$ cat src/rtl/axi_b_resp_router.sv
`default_nettype none
// +--------------------------------------------------------------------------+
// | axi_b_resp_router: steers slave B responses back to AW-granted masters   |
// | in AW order, through a one-entry registered output stage.               |
// | Revision: 1.0                                                            |
// +--------------------------------------------------------------------------+
module axi_b_resp_router #(
  parameter int NUM_M = 6,
  parameter int DEPTH = 4
) (
  input  logic             clk,
  input  logic             rst_n,
  input  logic [NUM_M-1:0] aw_sel,
  input  logic             aw_fire,
  output logic             aw_ready,
  input  logic             s_bvalid,
  input  logic [1:0]       s_bresp,
  output logic             s_bready,
  output logic [NUM_M-1:0] m_bvalid,
  output logic [1:0]       m_bresp,
  input  logic [NUM_M-1:0] m_bready,
  output logic [2:0]       outstanding,
  output logic             err_sel,
  output logic             err_unexp
);

  localparam int         PTR_W    = (DEPTH > 1) ? $clog2(DEPTH) : 1;
  localparam logic [2:0] FULL_CNT = 3'(DEPTH);

  logic [2:0]       fifo_mem [DEPTH];
  logic [PTR_W-1:0] wr_ptr;
  logic [PTR_W-1:0] rd_ptr;
  logic [2:0]       count;
  logic             obuf_v;
  logic [2:0]       obuf_idx;
  logic [1:0]       obuf_resp;

  logic             sel_onehot;
  logic [2:0]       sel_idx;
  logic             push;
  logic             pop;
  logic             drain;

  // Binary encode of the AW grant; only meaningful when it is one-hot.
  always_comb begin
    sel_idx = '0;
    for (int k = 0; k < NUM_M; k++) begin
      if (aw_sel[k]) sel_idx = 3'(k);
    end
  end

  always_comb begin
    m_bvalid = '0;
    for (int i = 0; i < NUM_M; i++) begin
      m_bvalid[i] = obuf_v && (obuf_idx == 3'(i));
    end
  end

  assign sel_onehot  = $onehot(aw_sel);
  assign aw_ready    = (count != FULL_CNT);
  assign push        = aw_fire & aw_ready & sel_onehot;
  // Only the selected master's ready matters: m_bvalid is at most one-hot.
  assign drain       = |(m_bvalid & m_bready);
  assign s_bready    = (count != 3'd0) & (~obuf_v | drain);
  assign pop         = s_bvalid & s_bready;
  assign m_bresp     = obuf_v ? obuf_resp : 2'b00;
  assign outstanding = count;

  // Storage needs no reset: entries are only read once count covers them.
  always_ff @(posedge clk) begin
    if (push) fifo_mem[wr_ptr] <= sel_idx;
  end

  always_ff @(posedge clk or negedge rst_n) begin
    if (!rst_n) begin
      wr_ptr    <= '0;
      rd_ptr    <= '0;
      count     <= '0;
      obuf_v    <= 1'b0;
      obuf_idx  <= '0;
      obuf_resp <= '0;
      err_sel   <= 1'b0;
      err_unexp <= 1'b0;
    end else begin
      if (push) wr_ptr <= wr_ptr + PTR_W'(1);
      if (pop)  rd_ptr <= rd_ptr + PTR_W'(1);
      count <= count + 3'(push) - 3'(pop);

      if (pop) begin
        obuf_v    <= 1'b1;
        obuf_idx  <= fifo_mem[rd_ptr];
        obuf_resp <= s_bresp;
      end else if (drain) begin
        obuf_v <= 1'b0;
      end

      if (aw_fire && !sel_onehot)        err_sel   <= 1'b1;
      if (s_bvalid && (count == 3'd0))   err_unexp <= 1'b1;
    end
  end

endmodule
`default_nettype wire

$ cat config.mk
export PLATFORM = sky130hd
export DESIGN_NAME = axi_b_resp_router
export DESIGN_NICKNAME = d
export VERILOG_FILES = /design/src/rtl/axi_b_resp_router.sv
export SDC_FILE = /design/constraint.sdc
export NUM_CORES = 1
export LEC_CHECK = 0
export CAP_MARGIN = 20
export CORE_UTILIZATION = 53
export DETAILED_ROUTE_END_ITERATION = 8
export PLACE_DENSITY_LB_ADDON = 0.1
export SLEW_MARGIN = 20
export SYNTH_ARGS = -nofsm -noshare
export SYNTH_HDL_FRONTEND = slang
export SYNTH_SLANG_ARGS = --single-unit
$ cat constraint.sdc
create_clock -name clk -period 4.3 [get_ports clk]
set_input_delay 0.645 -clock clk [delete_from_list [all_inputs] [get_ports clk]]
set_output_delay 0.645 -clock clk [all_outputs]
set_load 0.005 [all_outputs]
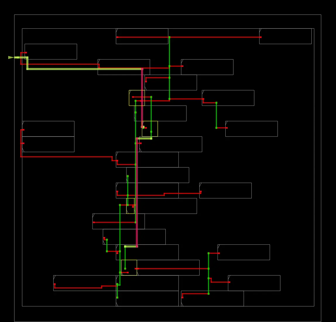
final_clocks.png
clock buf count: 4
num sequential: 27
worst-skew pair later-pin latency: 0.33 ns

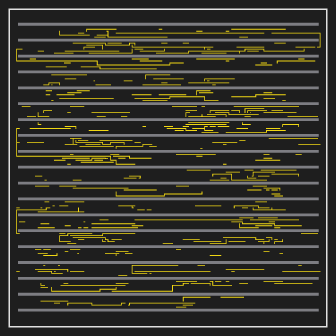
met1.png
Supply wires on this layer in gray.
wire length on this layer	1120 um
nets with wire on the layer	149
share of all routed wire	44%
main direction	horizontal
vias post-DR: 923
GR Util met1: 23.7%

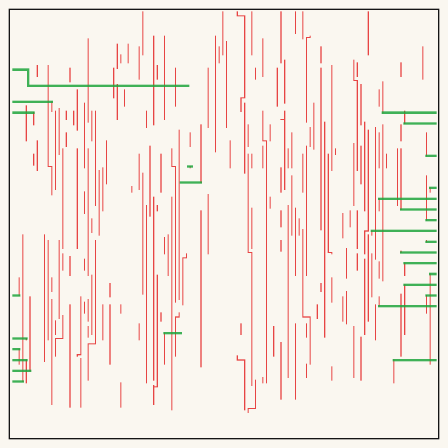
metal_stack.png
Two of the layers only.
layer	color	wire length
met3	green	105 um
met2	red	1300 um
total wire length: 2.55 mm
wire per inst: 14.3 um
All-Layer GR Usage: 20.2%

==> flow_summary.toml <==
# physical design summary
[floorplanning]
fp_util_pct = 57.1
core-area_um2 = 2520
num_rows = 18
die-area_um2 = 2930
die_w_um = 54.1
fp.dieH_um = 54.1

[synthesis]
ys_sh_adder_pct = 11.6
synthArstFlopShare_pct = 55.6
synth_cell_types = 33
ys_sh_simple_pct = 11.5
top_cell_area_share_pct = 26.1
top_logic_kind = "adder cells"
ys_seq_share_pct = 51.1
ys_warn_count = 0
ys_ff = 27
synth_top_flop_cell = "dfrtp_1"
syn_area_per_cell_um2 = 12.9
yosys_cells = 112
ys_chip_area_um2 = 1440
aoi_share_pct = 6.95
mux_share_pct = 10.3
edf_count = 12
syn_inst = 112
fp_nets = 141
xor_area_share_pct = 3.04
netlist_area_um2 = 1440
top_area_cell = "dfrtp_1"
area_leaders = "dfrtp_1 26%, edfxtp_1 25%, ha_1 6.1%"

[critical_path]
path_cells = "clkdlybuf4s50_1 > inv_1 > fa_1 > fa_1 > inv_1 > ha_1 > fa_1 > nor3b_2 > and3_1 > inv_1 > ha_1 > inv_1 > ha_1 > fa_2 > xnor2_2 > xnor2_1"
crit_path_frequent_cell = "inv_1"
cp_slowest_cell = "clkdlybuf4s50_1"
crit_type = "input port to register"
worstPathRequired_ns = 4.54
startpoint_type = "input port"
path_max_fanout = 2
cp.arrival_ns = 4.37
cp_slowest_stage_delay_ns = 0.49
endpoint_kind = "register"

[layout]
nets = 178
logic_area_um2 = 641
drive_gt1_share_pct = 11.5
num-fill-cells = 184
final_cells = 178
ff_latch_area_um2 = 736
final_core_util_pct = 72.9
antenna-diode-count = 0
fin_area_um2 = 1840
syn_to_final_growth_pct = 27.7

[placed_design]
placedCellCount = 174
placed_area_um2 = 1800
hpwl_mm = 1.92
place.gp.congestion = 0.728

[clock_network]
clk_pin_slew_worst_paths_ns = 0.15
cts_buffer_depth = 2
numCtsBuffers = 3
cts_sinks = 27
htreeDepth = 1
root_buffer = "clkbuf_4"
cts_setup_buffers = 0
cts_tree = "built"

[timing]
finClkSkew_ns = 0.0166
post-route-period-util_pct = 96.1
worst_pin_slew_ns = 0.700
finalHoldViolations = 0
fin_crit_ns = 4.13
max_freq_mhz = 242
slew_headroom_pct = 53.2
holdWs_ns = 0.477
finalSetupViolCount = 0
rsz0062_at_grt = "no"
maxSlewViolCount = 0

[route]
highest_layer = "met4"
met1_length_mm = 1.12
wl_met2_mm = 1.30
routed_via_density = 5.19
drt.antenna.violating_nets = 0
drtIter0Drc = 7
drcViolationCount = 0
route.met3.wl_um = 104
drtPass1Iterations = 4

[global_route]
overflow = 0
grt_pass1_vias = 916
grt_antenna_before_repair = 0
grt_first_pass_wirelength_mm = 4.00
grt_max_degree = 16

[flow_run]
tool_warnings = 29
maxCapViolCount = 0

[pwr]
vdd_drop_max_v = 0.000534
power.density_nw_per_um2 = 588
p_total_mw = 1.08
power.leakage_nw = 0.777

[hold_path]
hold_class = "register to register"

[status]
outcome = "finished, final reports clean"
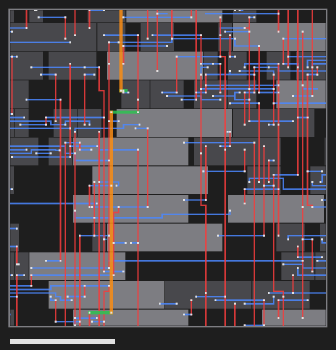
zoom.png
The bar under the picture is 10 um long. Window x 12 to 42, y 12 to 42 um. Cells in gray, sequential cells in the stronger gray; small squares are vias.
layer	color
met1	blue
met2	red
met4	orange
met3	green
cells with their middle in the window	44
most frequent	edfxtp_1 (7), dfrtp_1 (6)
netlist names of flops here include	`fifo_mem` (7), `obuf_idx` (2)
sequential cells in the window	13

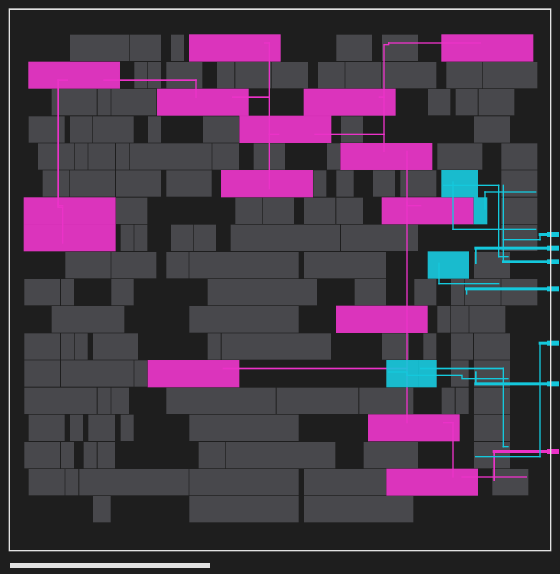
port_nets.png
The bar under the picture is 20 um long.
port	color	bits	direction	edge	end cells	buffers	wire
`m_bready`	cyan	6	input	right	5	6	132 um
`rst_n`	magenta	1	input	right	15	1	145 um
Ports: 33
Port Buffers: 32

registers in the layout, indices dropped and copies added (netlist names):
| name | count |
|---|---|
| obuf_idx | 3 |
| obuf_v | 1 |
| rd_ptr | 2 |
| wr_ptr | 2 |
| err_sel | 1 |
| outstanding | 3 |
| obuf_resp | 2 |
| fifo_mem | 12 |
| err_unexp | 1 |
report_power, final:
group          leakage [nW]  internal (mW)  switching (mW)  total [mW]
registers             0.277          0.347          0.0893       0.436
clock network        0.0150         0.0364          0.0732       0.110
logic                 0.484          0.329           0.205       0.535
synth_stat cells, types with 4 or more instances:
library cell	count
and2_1	6
dfrtp_1	15
edfxtp_1	12
fa_1	4
ha_1	7
inv_1	17
mux2_4	4
nand2_1	6
nor2_1	4
xnor2_1	4
layout by cell type, fill, tap and decap left out, drive strengths merged, types with 3 or more instances in the layout:
cell type	Yosys	routed
clkdlybuf4s50	0	32
inv	17	17
dfrtp	15	15
edfxtp	12	12
ha	7	7
nand2	6	6
and2	6	6
mux2	5	5
nor2	4	4
xnor2	4	4
fa	4	4
clkbuf	1	4
nor3	3	3
nand2b	3	3
a21o	3	3
mux4	3	3
stage by stage:
stage	setup slack [ns]	setup TNS, ns
CTS	0.0336	0
global route	0.0438	0
finish	0.168	0
detailed placement	-0.386	-0.556
floorplan	0.124	0
global placement	-0.274	-0.346
critical path, delay by kind of cell:
kind,cells,cell delay (ns)
fa+ha+maj,7,2.39
xor+xnor,2,0.26
simple gates,2,0.38
buf+inv,5,0.69
repair_timing:
item                                   CTS  global route
gates cloned                             0             0
endpoints found under the hold margin    0             0
pin swaps                                0             3
hold buffers                             0             0
resized                                  1             2
setup endpoints to repair                1             1
routing by layer:
layer | vias to the layer above | track usage, %
met5 | - | 0
met4 | 0 | 7.69
met3 | 4 | 3.39
met2 | 27 | 36.2
met1 | 437 | 23.7
li1 | 455 | -
worst paths after layout:
| kind | startpoint | to | slack (ns) | depth (start not counted) |
|---|---|---|---|---|
| max reg2reg | obuf_idx[0]$_DFFE_PN0P_ | outstanding[2]$_DFF_PN0_ | 1.72 | 9 |
| min | err_unexp$_DFFE_PN0P_ | err_unexp$_DFFE_PN0P_ | 0.48 | 1 |
| min in group asynchronous | rst_n | wr_ptr[0]$_DFFE_PN0P_ | 0.71 | 1 |
| min reg2reg | err_unexp$_DFFE_PN0P_ | err_unexp$_DFFE_PN0P_ | 0.48 | 1 |
| max | aw_sel[1] | outstanding[2]$_DFF_PN0_ | 0.17 | 16 |
| max in group asynchronous | rst_n | obuf_idx[2]$_DFFE_PN0P_ | 3.13 | 1 |
area by class of cell:
type,count,area share (%)
sequential,27,40.0
timing repair buffer,34,18.2
multi-input combinational,66,34.8
tap,30,2.04
inverter,17,3.47
clock buffer,4,1.43
cell families after synthesis:
family                   after synthesis
AND-OR/OR-AND                         12
XOR/XNOR                               5
adder cells (fa/ha/maj)               11
buffers and inverters                 19
flip-flops                            27
multiplexers                           9
AND/OR/NAND/NOR                       29
Power is estimated from default activity; no workload was simulated.
